==> config.mk <==
export PLATFORM = sky130hd
export DESIGN_NAME = eeg_xram_rd_seq
export DESIGN_NICKNAME = d
export VERILOG_FILES = /design/src/rtl/eeg_xram_rd_seq.sv
export SDC_FILE = /design/constraint.sdc
export NUM_CORES = 1
export LEC_CHECK = 0
export ABC_AREA = 1
export CORE_MARGIN = 2
export CORE_UTILIZATION = 50
export CTS_BUF_LIST = sky130_fd_sc_hd__clkbuf_16
export DETAILED_ROUTE_END_ITERATION = 10
export PLACE_DENSITY_LB_ADDON = 0.2
export SLEW_MARGIN = 20
export SYNTH_ARGS = -nofsm -noshare
export SYNTH_HDL_FRONTEND = slang
export SYNTH_SLANG_ARGS = --single-unit
==> constraint.sdc <==
create_clock -name clk -period 3.4 [get_ports clk]
set_input_delay 0.68 -clock clk [delete_from_list [all_inputs] [get_ports clk]]
set_output_delay 0.68 -clock clk [all_outputs]
set_load 0.005 [all_outputs]
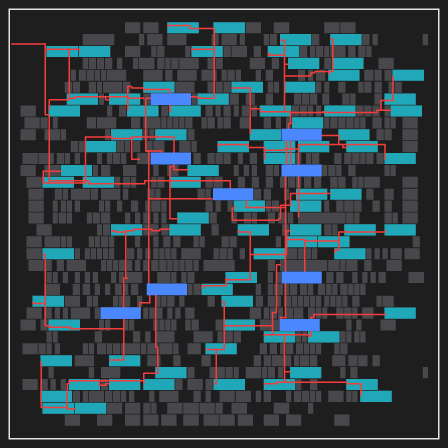
*Routed clock nets over the placement*
cyan -> flip-flops  # count 82
blue -> cells driving clock nets  # count 9
red -> clock wires  # length 1030 um
flops lie = spread over the die
clock group share of total power: 39.8%
Worst Skew: 0.006429 ns

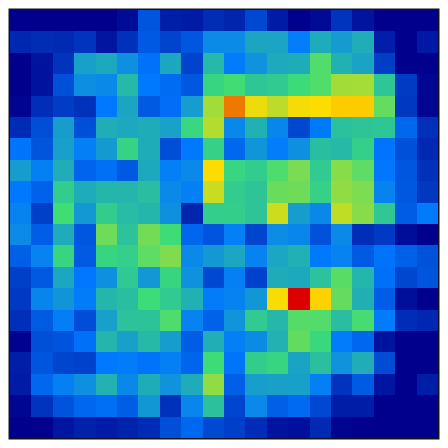
*Wire density map*
20 x 20 tiles, from dark blue (low) to red (high), scaled to the fullest tile. Values are wire area over tile area, all layers added.
nearly empty tiles = 9.0%
fullest tile = 0.71
mean over tiles = 0.20
total number of vias: 4564
routed wire length: 11950 um
WL/cell: 14.49 um
gr usage total: 24.97%

==> metrics.yaml <==
run_status: "completed"
worstPathCellList: "clkinv_1 > o21ai_0 > o22ai_1 > clkdlybuf4s50_1"
final-clk-cell-share_pct: 5.924
syn_area_mm2: 0.004408
ys_area_mm2: 0.004408
largest_reg_flops: 36
area_growth_syn_to_layout_pct: 25.06
drive_gt1_share_pct: 4.324
dr.max_layer_used: "met4"
grt_pass1_vias: 4371
drv_cap: 0
synthTopCellsByCount: "nand2_1 (130), nor2_1 (91), dfxtp_1 (82), a21oi_1 (74), nand3_1 (64)"
placed_area_mm2: 0.005186
max_slew_margin_pct: 42.90
drtIter0Drc: 282
dp_hpwl_um: 8258
seq_area_mm2: 0.001642
synth_area_per_cell_um2: 6.740
grt_max_degree: 52
cp_slowest_stage_delay_ns: 0.48
layout.area.comb_mm2: 0.002425
worst_r2r_path_depth: 8
fin_crit_ns: 2.795
critPathTopFamily: "buffers and inverters"
post_cts_buffers: 0
drt-met1-wl_um: 5384
ys.flops: 82
n_clock_buffer: 9
total_power_mw: 2.692
[power by group through the flow]
stage	combinational, mW	clock (mW)	sequential (mW)
floorplan	0.351	0	1.07
global placement	0.541	0	1.08
detailed placement	0.551	0	1.08
CTS	0.557	1.07	1.06
global route	0.628	1.12	1.07
finish	0.558	1.07	1.06
[metal layers]
layer | up-vias | track usage (%)
met5 | - | 0
met4 | 0 | 8.868
met3 | 17 | 3.937
met2 | 171 | 41.52
met1 | 2100 | 32.95
li1 | 2276 | -
[cells by family after synthesis]
| family | synth area share, % |
|---|---|
| simple gates | 28.16 |
| compound gates | 18.68 |
| buf+inv | 7.749 |
| flops | 37.24 |
| fa+ha+maj | 6.585 |
| xor+xnor | 1.192 |
| other cells | 0.1704 |
| mux | 0.2271 |
No activity file was given, so power comes from the tool's default toggle rates.
